===== src/rtl/stream_demultiplexer.sv =====
// Registered 1-to-DEPTH stream demultiplexer with a one-entry buffer per channel.
// Optional saturating drop counter enabled by defining DEMUX_DROP_CNT_EN.
module stream_demultiplexer #(
    parameter  int WIDTH      = 1,
    parameter  int DEPTH      = 2,
    localparam int ADDR_WIDTH = (DEPTH > 1) ? $clog2(DEPTH) : 1
) (
    input  logic                  clk,
    input  logic                  n_rst,
    input  logic [ADDR_WIDTH-1:0] addr,
    input  logic [WIDTH-1:0]      d,
    input  logic                  d_valid,
    output logic                  d_ready,
    output logic [WIDTH-1:0]      q [DEPTH-1:0],
    output logic [DEPTH-1:0]      q_valid,
    input  logic [DEPTH-1:0]      q_ready,
`ifdef DEMUX_DROP_CNT_EN
    output logic                  drop,
    output logic [7:0]            drop_cnt
`else
    output logic                  drop
`endif
);

    // One extra bit so that addr < DEPTH is well defined even when DEPTH fills the address space.
    localparam logic [ADDR_WIDTH:0] DEPTH_EXT = (ADDR_WIDTH + 1)'(DEPTH);

    logic             in_range;
    logic             sel_valid;
    logic             sel_ready;
    logic             accept;
    logic [DEPTH-1:0] wr_en;

    always_comb begin
        in_range  = ({1'b0, addr} < DEPTH_EXT);
        sel_valid = 1'b0;
        sel_ready = 1'b0;
        wr_en     = '0;
        for (int i = 0; i < DEPTH; i++) begin
            if (addr == ADDR_WIDTH'(i)) begin
                sel_valid = q_valid[i];
                sel_ready = q_ready[i];
            end
        end
        d_ready = in_range ? (~sel_valid | sel_ready) : 1'b1;
        accept  = d_valid & d_ready;
        for (int i = 0; i < DEPTH; i++) begin
            wr_en[i] = accept & in_range & (addr == ADDR_WIDTH'(i));
        end
    end

    for (genvar g = 0; g < DEPTH; g++) begin : g_chan
        logic [WIDTH-1:0] buf_data;
        logic             buf_full;

        // A write wins over a drain so a full channel can stream one word per cycle.
        always_ff @(posedge clk or negedge n_rst) begin
            if (!n_rst) begin
                buf_data <= '0;
                buf_full <= 1'b0;
            end else if (wr_en[g]) begin
                buf_data <= d;
                buf_full <= 1'b1;
            end else if (q_ready[g]) begin
                buf_full <= 1'b0;
            end
        end

        assign q[g]       = buf_data;
        assign q_valid[g] = buf_full;
    end

    always_ff @(posedge clk or negedge n_rst) begin
        if (!n_rst) begin
            drop <= 1'b0;
        end else begin
            drop <= accept & ~in_range;
        end
    end

`ifdef DEMUX_DROP_CNT_EN
    always_ff @(posedge clk or negedge n_rst) begin
        if (!n_rst) begin
            drop_cnt <= 8'h00;
        end else if (accept && !in_range && drop_cnt != 8'hFF) begin
            drop_cnt <= drop_cnt + 8'h01;
        end
    end
`endif

endmodule


===== config.mk =====
export PLATFORM = sky130hd
export DESIGN_NAME = stream_demultiplexer
export DESIGN_NICKNAME = d
export VERILOG_FILES = /design/src/rtl/stream_demultiplexer.sv
export SDC_FILE = /design/constraint.sdc
export NUM_CORES = 1
export LEC_CHECK = 0
export CAP_MARGIN = 20
export CORE_AREA = 2 2 39 41
export CTS_BUF_LIST = sky130_fd_sc_hd__clkbuf_8
export CTS_CLUSTER_DIAMETER = 200
export DETAILED_ROUTE_END_ITERATION = 6
export DIE_AREA = 0 0 41 43
export HOLD_SLACK_MARGIN = 0.06
export PLACE_DENSITY = 0.44
export SYNTH_ARGS = -nofsm -noshare
export SYNTH_HDL_FRONTEND = slang
export SYNTH_SLANG_ARGS = --single-unit

===== constraint.sdc =====
create_clock -name clk -period 0.9 [get_ports clk]
set_input_delay 0.135 -clock clk [delete_from_list [all_inputs] [get_ports clk]]
set_output_delay 0.135 -clock clk [all_outputs]
set_load 0.1 [all_outputs]

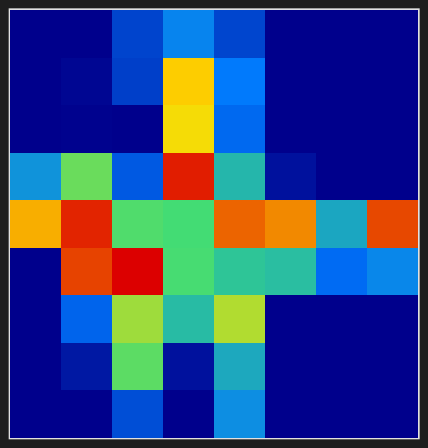
(images/route_heat.png)
8 x 9 tiles, from dark blue (low) to red (high), scaled to the fullest tile. Values are wire area over tile area, all layers added.
nearly empty tiles: 46%
mean over tiles: 0.047
tiles over half the peak: 24%
fullest tile: 0.19
total vias in the final route: 198
Routed wire per std cell: 8.648 µm
aggregate global-route resource usage: 7.359%
total detailed-routing wirelength: 467 µm

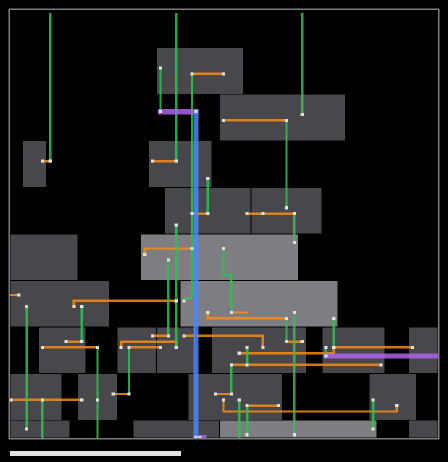
(images/closeup.png)
Scale bar: 10 µm. Window x 8 to 33, y 18 to 43 µm. Cells in grey, sequential cells in the stronger grey; small squares are vias.
| colour | layer |
|---|---|
| purple | M3 |
| green | M2 |
| blue | M4 |
| orange | M1 |
sequential cells in the window: 2
cells with their middle in the window: 19
netlist names of flops here include: g_chan.buf_data (1), g_chan.buf_full (1)

==> notes.md <==
For the instance area at placement, the log shows 441.7 µm². STA classifies the critical path startpoint as a register. The share of cells above drive strength 1 works out to 63.16%. Per the detail_route log, the uppermost layer with routed signals is met4. Per the post-synthesis stats, the area per cell is 11.60 µm². The run gives 0 as the number of max-slew violations in the final report. The path type of the worst min-delay path is input pin to async pin. The routed design uses 54 µm of met3 wire.

The tools report the post-synthesis cell count from yosys as 22. The final hold violation count is 0. Cells fill 37.43% of the core in the end.

For this design the static power due to leakage is 0.2545 nW. The tools report the number of warnings printed during yosys synthesis as 0. The tools report the chip area from the yosys synthesis statistics as 255.2 µm². In this run the clock root is driven by a clkbuf_8. The tools report the first-pass iteration count of the detailed router as 2. The synthesized flop and latch total was 4. Total met2 wirelength after detailed routing: 220 µm. The highest clock frequency the design can meet came out at 836.4 MHz. Input and output buffers added on the ports amount to 11.

Endpoints with negative setup slack in the final report add up to 7. For the clock latency reported for the late side of the worst-skew pair, the log shows 220 ps. The clock passes through at most 2 buffers. Setup repair after global routing could not meet its margin everywhere.

With the unique cell type count in the Yosys netlist at 14, the number of top-level design ports is 13. The tools report the smallest setup slack after layout as -295.5 ps. The tools report the total placed cells including tap cells as 48. In the per-layer summary, the met1 wirelength comes to 165 µm. In the CTS report, the clock slew at the register clock pins of the worst setup and hold paths is listed as 30 ps. The setup clock skew after layout was 0.002956 ps; the first-pass GRT wire length was 772 µm. Summing every instance area after synthesis gives 255.2 µm². The final reports fail on negative setup slack. Synthesis handed over a netlist of 22 instances. Once iteration 0 of detailed routing completed, the report listed 3 DRC markers. Dividing the detail-routed via count by the number of cells gives 3.667. Row generation in the floorplan step produced 14 rows. The number of max-cap violations came out at 0.

For this run, the script counts the antenna cells in the layout as 0. The endpoint arrival time on the critical path is 1060 ps. TritonCTS built the clock tree.

The run gives 3 for the number of buffers created by CTS. The area of the core is 0.001384 mm², and the die extent in x is 41 µm. Counting every net in the synthesized netlist gives 29.

The post-route worst hold slack is 122.1 ps. The flow measured a signed area growth from synthesis to layout of 102.9%. The portion of the post-synthesis area used by sequential elements is 39.22%, and the total power divided by cell area is 2128 mW/mm². The logs give a warning total of 29.

The post-layout period usage of the worst path came out at 132.8%. The number of antenna violations at the first check in global routing was 0; the area of the die was 0.001763 mm². At the end of the flow, the number of nets in the layout was 47. The finished layout holds 54 standard cells, fillers aside. Looking at the setup timing report, the critical path kind is register to output port. The maximum level of the CTS H-tree is 1, and the largest fanout on the critical path is 2.

The tools report the placer congestion estimate as 0.6409. In the routed design, unresolved DRC markers number 0. The floorplan-stage core utilization was 18.44%. The number of global-route vias before repair is 195. The estimated wirelength of the detail-placed design is 367 µm.

The worst setup path is captured at an output port. The finished cells cover 518.0 µm². The global route total overflow was 0; the count of nets left with antenna violations after detail routing was 0. The largest vdd supply drop was 862.5 µV. The largest net degree at the start of global routing came out at 6.

The run finished, with violations left. The number of clock sinks came to 4. Subtracting the final worst setup slack from the clock period gives 1196 ps. The final-layout fill cell count was 138; the endpoint required time on the critical path was 760 ps. The die is 43 µm tall.
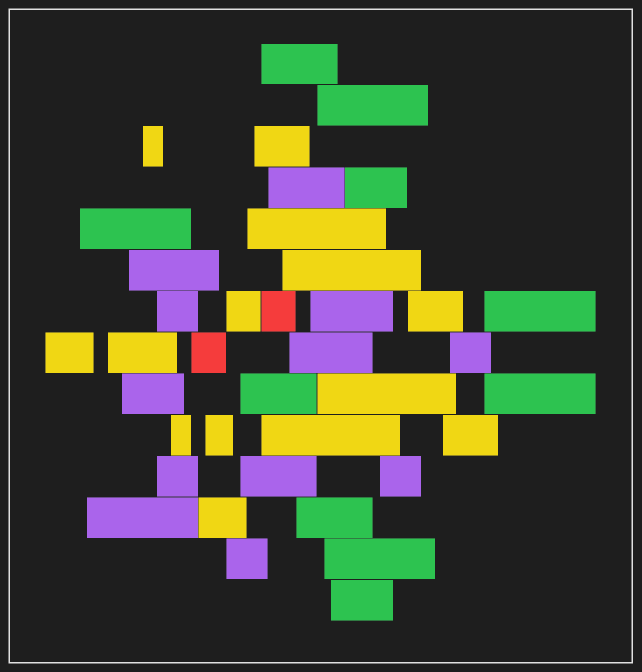
(images/sizing.png)
| colour | size | cells | share |
|---|---|---|---|
| green | x6 and larger | 10 | 26% |
| purple | x3 and x4 | 12 | 32% |
| yellow | x1 and smaller | 14 | 37% |
| red | x2 | 2 | 5.3% |

[power by group]
part	switching [mW]	total, mW	leakage (nW)	internal, mW
registers	0.0233	0.229	0.0479	0.206
logic	0.290	0.500	0.185	0.210
clock network	0.0885	0.373	0.0216	0.285
[cells by family after synthesis]
family	share of synthesized area, %
simple gates	27.45
buf+inv	16.18
other cells	1.469
mux	11.77
flops	39.22
compound gates	3.918
[path summary, 6_finish.rpt]
check | start | to | slack [ps] | depth (start not counted)
setup / recovery | g_chan[0].buf_full | d_ready | -300 | 4
hold / removal | n_rst | g_chan[1].buf_data | 120 | 1
setup reg to reg | g_chan[0].buf_full | g_chan[0].buf_data | -190 | 4
hold reg to reg | g_chan[1].buf_data | g_chan[1].buf_data | 570 | 1
max in group asynchronous | n_rst | g_chan[0].buf_data | 610 | 1
min in group clk | d_valid | g_chan[1].buf_full | 210 | 3
[cell usage in the layout (no fill, tap or decap)]
master and n:
nor2b_4 1, buf_4 5, buf_12 5, clkdlybuf4s50_1 3
nand3b_4 1, nand2_2 1, clkbuf_8 3, o21ai_0 1
dlymetal6s2s_1 1, buf_6 2, nand2b_1 1, inv_1 1
dlygate4sd2_1 2, nor2_4 1, dfrtp_1 4, nand2b_4 1
conb_1 1, mux2_4 2, a21oi_4 1, nor2_2 1
[metal layers]
metal,global-route usage [%],up-vias
met3,4.188,4
met5,0,-
met4,10.00,0
met1,6.515,88
met2,9.375,10
li1,-,96
[area by class of cell]
class | count | area, µm² | share of cell area (%)
clock buffer | 3 | 41.29 | 7.971
multi-input combinational | 12 | 132.6 | 25.60
sequential | 4 | 100.1 | 19.32
tap | 16 | 20.02 | 3.865
timing repair buffer | 18 | 220.2 | 42.51
inverter | 1 | 3.754 | 0.7246
[what timing repair did]
| item | CTS | global route |
|---|---|---|
| setup buffers | 4 | 1 |
| pin swaps | 2 | 1 |
| endpoints found under the setup margin | 7 | 7 |
| gates resized | 5 | 2 |
| hold buffers | 0 | 0 |
[cell usage after synthesis]
| master | count | area [µm²] |
|---|---|---|
| buf_4 | 5 | 37.54 |
| dfrtp_1 | 4 | 100.1 |
| mux2_4 | 2 | 30.03 |
| a21oi_1 | 1 | 5.000 |
| conb_1 | 1 | 3.750 |
| inv_1 | 1 | 3.750 |
| nand2_2 | 1 | 6.260 |
| nand2b_1 | 1 | 6.260 |
| nand2b_4 | 1 | 13.76 |
| nand3b_4 | 1 | 20.02 |
| nor2_1 | 1 | 3.750 |
| nor2_2 | 1 | 6.260 |
| nor2b_4 | 1 | 13.76 |
| o21ai_0 | 1 | 5.000 |
[per-stage QoR]
step	setup WS, ps	TNS (ps)	power, mW
floorplan	-293.4	-439.5	0.5525
global placement	-419.8	-1329	0.7062
detailed placement	-450.6	-1422	0.7081
CTS	-317.3	-1082	1.121
global route	-342.8	-1189	1.137
finish	-295.5	-1012	1.102
[registers in the layout, summed over array words and instances, names as in the netlist]
signal and flops:
g_chan.buf_data 2, g_chan.buf_full 2
[critical path: stages, from the launching register on]
cell and delay (ps):
dfrtp_1 390, nand2b_4 90, nor2_4 40, a21oi_4 130
buf_12 190
Power figures rest on the tool's default switching activity, not on a simulated workload.
